===== src/rtl/divider_pkg.sv =====
// Shared definitions for the iterative divider: one-hot FSM encoding and counter sizing.
package divider_pkg;

  localparam logic [2:0] ST_IDLE = 3'b001;
  localparam logic [2:0] ST_CALC = 3'b010;
  localparam logic [2:0] ST_FIX  = 3'b100;

  typedef enum logic [2:0] {
    IDLE = ST_IDLE,
    CALC = ST_CALC,
    FIX  = ST_FIX
  } state_e;

  // The iteration counter must be able to hold the value WIDTH itself.
  function automatic int count_w(input int width);
    return $clog2(width + 1);
  endfunction

endpackage


===== src/rtl/div_step.sv =====
// One restoring-division iteration: shift in the next dividend bit, trial-subtract, restore on borrow.
module div_step #(
  parameter int WIDTH = 32
) (
  input  logic [WIDTH:0]   rem_i,
  input  logic             quo_msb_i,
  input  logic [WIDTH-1:0] div_i,
  output logic [WIDTH:0]   rem_o,
  output logic             q_bit_o
);

  logic [WIDTH:0] shifted;
  logic [WIDTH:0] trial;
  logic           unused_rem_msb;

  // The partial remainder stays below the divisor, so its top bit is always zero here.
  assign unused_rem_msb = rem_i[WIDTH];

  always_comb begin
    shifted = {rem_i[WIDTH-1:0], quo_msb_i};
    trial   = shifted - {1'b0, div_i};
    q_bit_o = ~trial[WIDTH];
    rem_o   = trial[WIDTH] ? shifted : trial;
  end

endmodule


===== src/rtl/iterative_divider.sv =====
// Shift-and-subtract divider, one quotient bit per clock, start/ready handshake.
// Define SIGNED_DIV_EN for two's complement operands (adds a sign-fix cycle).
module iterative_divider
  import divider_pkg::*;
#(
  parameter int WIDTH = 32
) (
  input  logic             clock,
  input  logic             reset_n,
  input  logic             start,
  input  logic [WIDTH-1:0] A,
  input  logic [WIDTH-1:0] B,
  output logic             ready,
  output logic [WIDTH-1:0] Q,
  output logic [WIDTH-1:0] R,
  output logic             div_zero,
  output state_e           dbg_state
);

  // Handshake: a request is taken on a rising edge where start=1 and ready=1.
  // ready=1 also means Q/R/div_zero hold the most recent completed result.

  localparam int CW = count_w(WIDTH);

  state_e           state_q;
  logic [WIDTH:0]   rem_q;
  logic [WIDTH-1:0] quo_q;
  logic [WIDTH-1:0] div_q;
  logic [CW-1:0]    cnt_q;
  logic [WIDTH:0]   rem_d;
  logic             q_bit_d;
  logic [WIDTH-1:0] a_mag;
  logic [WIDTH-1:0] b_mag;

`ifdef SIGNED_DIV_EN
  logic sign_q_q;
  logic sign_r_q;

  always_comb begin
    a_mag = A[WIDTH-1] ? -A : A;
    b_mag = B[WIDTH-1] ? -B : B;
  end
`else
  always_comb begin
    a_mag = A;
    b_mag = B;
  end
`endif

  div_step #(.WIDTH(WIDTH)) u_step (
    .rem_i     (rem_q),
    .quo_msb_i (quo_q[WIDTH-1]),
    .div_i     (div_q),
    .rem_o     (rem_d),
    .q_bit_o   (q_bit_d)
  );

  assign dbg_state = state_q;

  always_ff @(posedge clock or negedge reset_n) begin
    if (!reset_n) begin
      state_q  <= IDLE;
      rem_q    <= '0;
      quo_q    <= '0;
      div_q    <= '0;
      cnt_q    <= '0;
      ready    <= 1'b1;
      Q        <= '0;
      R        <= '0;
      div_zero <= 1'b0;
`ifdef SIGNED_DIV_EN
      sign_q_q <= 1'b0;
      sign_r_q <= 1'b0;
`endif
    end else begin
      case (state_q)
        IDLE: begin
          if (start) begin
            if (B == '0) begin
              Q        <= '1;
              R        <= A;
              div_zero <= 1'b1;
            end else begin
              rem_q   <= '0;
              quo_q   <= a_mag;
              div_q   <= b_mag;
              cnt_q   <= CW'(WIDTH);
              ready   <= 1'b0;
              state_q <= CALC;
`ifdef SIGNED_DIV_EN
              sign_q_q <= A[WIDTH-1] ^ B[WIDTH-1];
              sign_r_q <= A[WIDTH-1];
`endif
            end
          end
        end
        CALC: begin
          rem_q <= rem_d;
          quo_q <= {quo_q[WIDTH-2:0], q_bit_d};
          cnt_q <= cnt_q - CW'(1);
          if (cnt_q == CW'(1)) begin
`ifdef SIGNED_DIV_EN
            state_q <= FIX;
`else
            Q        <= {quo_q[WIDTH-2:0], q_bit_d};
            R        <= rem_d[WIDTH-1:0];
            div_zero <= 1'b0;
            ready    <= 1'b1;
            state_q  <= IDLE;
`endif
          end
        end
`ifdef SIGNED_DIV_EN
        // Quotient truncates toward zero; remainder follows the dividend's sign.
        FIX: begin
          Q        <= sign_q_q ? -quo_q : quo_q;
          R        <= sign_r_q ? -rem_q[WIDTH-1:0] : rem_q[WIDTH-1:0];
          div_zero <= 1'b0;
          ready    <= 1'b1;
          state_q  <= IDLE;
        end
`endif
        default: state_q <= IDLE;
      endcase
    end
  end

endmodule

===== config.mk =====
export PLATFORM = sky130hd
export DESIGN_NAME = iterative_divider
export DESIGN_NICKNAME = d
export VERILOG_FILES = /design/src/rtl/divider_pkg.sv /design/src/rtl/div_step.sv /design/src/rtl/iterative_divider.sv
export SDC_FILE = /design/constraint.sdc
export NUM_CORES = 1
export LEC_CHECK = 0
export CAP_MARGIN = 20
export CORE_ASPECT_RATIO = 1.2
export CORE_UTILIZATION = 55
export CTS_CLUSTER_DIAMETER = 40
export DETAILED_ROUTE_END_ITERATION = 10
export PLACE_DENSITY_LB_ADDON = 0.08
export SYNTH_ARGS = -nofsm -noshare
export SYNTH_HDL_FRONTEND = slang
export SYNTH_SLANG_ARGS = --single-unit

===== constraint.sdc =====
create_clock -name clock -period 7 [get_ports clock]
set_input_delay 1.05 -clock clock [delete_from_list [all_inputs] [get_ports clock]]
set_output_delay 1.05 -clock clock [all_outputs]
set_load 0.01 [all_outputs]

Fig. 1: selected gate families
(3 px per um)
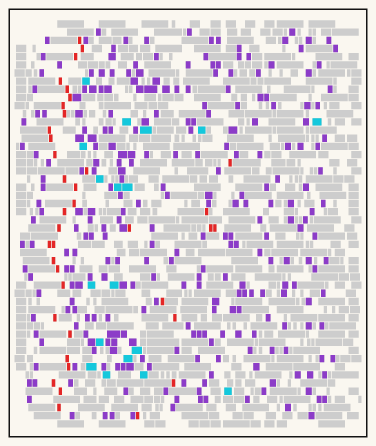
Cyan is AND-OR and OR-AND gates, cells 18, most used a21o_1. Red is inverters, cells 38, most used inv_1. Purple is inverting AOI/OAI gates, cells 278, most used a21oi_1, where widely spread.

Fig. 2: routing congestion
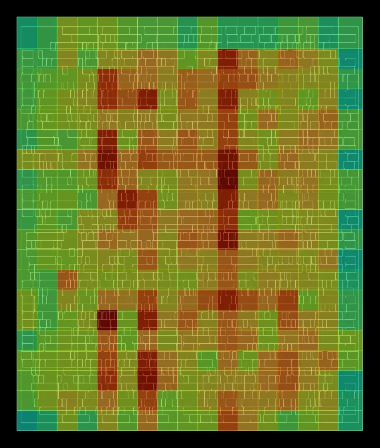
post-DR wirelength/cell: 16.4 um
Total GRT Usage: 0.274
global routing's busiest layer: met2
grt met2 use: 0.431
M1 GR Usage: 0.395

==> out/qor.yml <==
status: "completed"
ys_sh_adder: 0.0496
numCtsBuffers: 17
nFillCells: 1308
setup_ws_ns: 3.08
worst_ep_arrival_time_ns: 4.24
postRouteAntennaNets: 0
mi_logic_area_mm2: 0.00436
internal-power_mw: 1.52
endpoint_kind: "flop"
ir_drop_v: 0.000154
min_path_cells: 2
initial_utilization: 0.570
pwr-share-seq: 0.498
slowest_delay_ns: 0.53
ys_types: 66
p_switching_mw: 0.447
cts_tree: "built"
drt_first_pass_iters: 5
max_freq_ghz: 0.255
coreArea_mm2: 0.0158
wirelength_um: 21900
warnings: 27
die_h_um: 142
post-route-util: 0.699
placedCellCount: 1305
clock_power_share: 0.469
area_delta_synth_final_pct: 22.6
Fig. 3: I/O nets highlighted
(3 px per um)
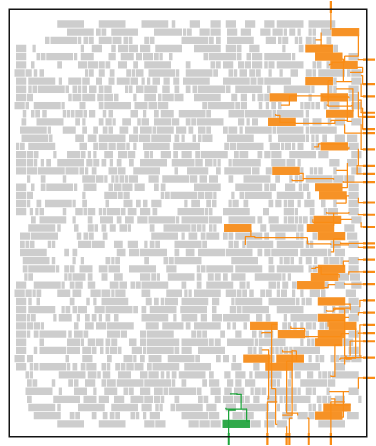
Orange is Q, bits 32, direction output, edge 26 right, 5 bottom, 1 top, end cells 32, buffers 32, wire 746 um. Green is div_zero, bits 1, direction output, edge bottom, end cells 1, buffers 1, wire 31.6 um.

-- synthesized netlist by cell type (2+ instances only) --
| cell type | n |
|---|---|
| a211oi_1 | 6 |
| a21boi_1 | 2 |
| a21o_1 | 6 |
| a21oi_1 | 98 |
| a22oi_1 | 2 |
| a31oi_1 | 36 |
| and2_1 | 3 |
| and3_1 | 22 |
| buf_1 | 3 |
| buf_2 | 5 |
| buf_4 | 2 |
| buf_6 | 2 |
| clkbuf_1 | 49 |
| dfrtp_1 | 168 |
| dfstp_2 | 2 |
| ha_1 | 34 |
| inv_1 | 38 |
| mux2_4 | 2 |
| mux2i_1 | 28 |
| nand2_1 | 144 |
| nand2b_1 | 7 |
| nand3_1 | 34 |
| nand4_1 | 6 |
| nor2_1 | 101 |
| nor2b_1 | 3 |
| nor3_1 | 6 |
| nor4_1 | 10 |
| o2111ai_1 | 3 |
| o211ai_1 | 4 |
| o21a_1 | 4 |
| o21ai_0 | 55 |
| o21ai_1 | 57 |
| o21bai_1 | 5 |
| o31ai_1 | 4 |
| or3_1 | 7 |
| xnor2_1 | 16 |
| xor2_1 | 15 |
-- registers in the layout (all words and copies together) (netlist names) --
signal,count
cnt_q,6
R,32
div_zero,1
quo_q,32
rem_q,32
ready,1
div_q,32
dbg_state,2
Q,32
-- worst min-delay path, delay by kind of cell (launching register included) --
family	cells	cell delay, ns
DFF	1	0.34
AOI/OAI and AO/OA	2	0.12
-- per-layer routing --
metal  vias up  GRT usage  wire [um]
met4         0     0.0640        195
met5         -          0          0
met3        14     0.0505       1050
li1       3767          -          -
met2       213      0.431      10100
met1      3644      0.395      10600
-- area by class of cell --
class,instances,share of cell area
clock buffer,19,0.0402
clock inverter,13,0.0121
inverter,38,0.0129
multi-input combinational,749,0.396
sequential,170,0.386
tap,208,0.0236
timing repair buffer,142,0.129
Power and IR drop assume default switching activity.
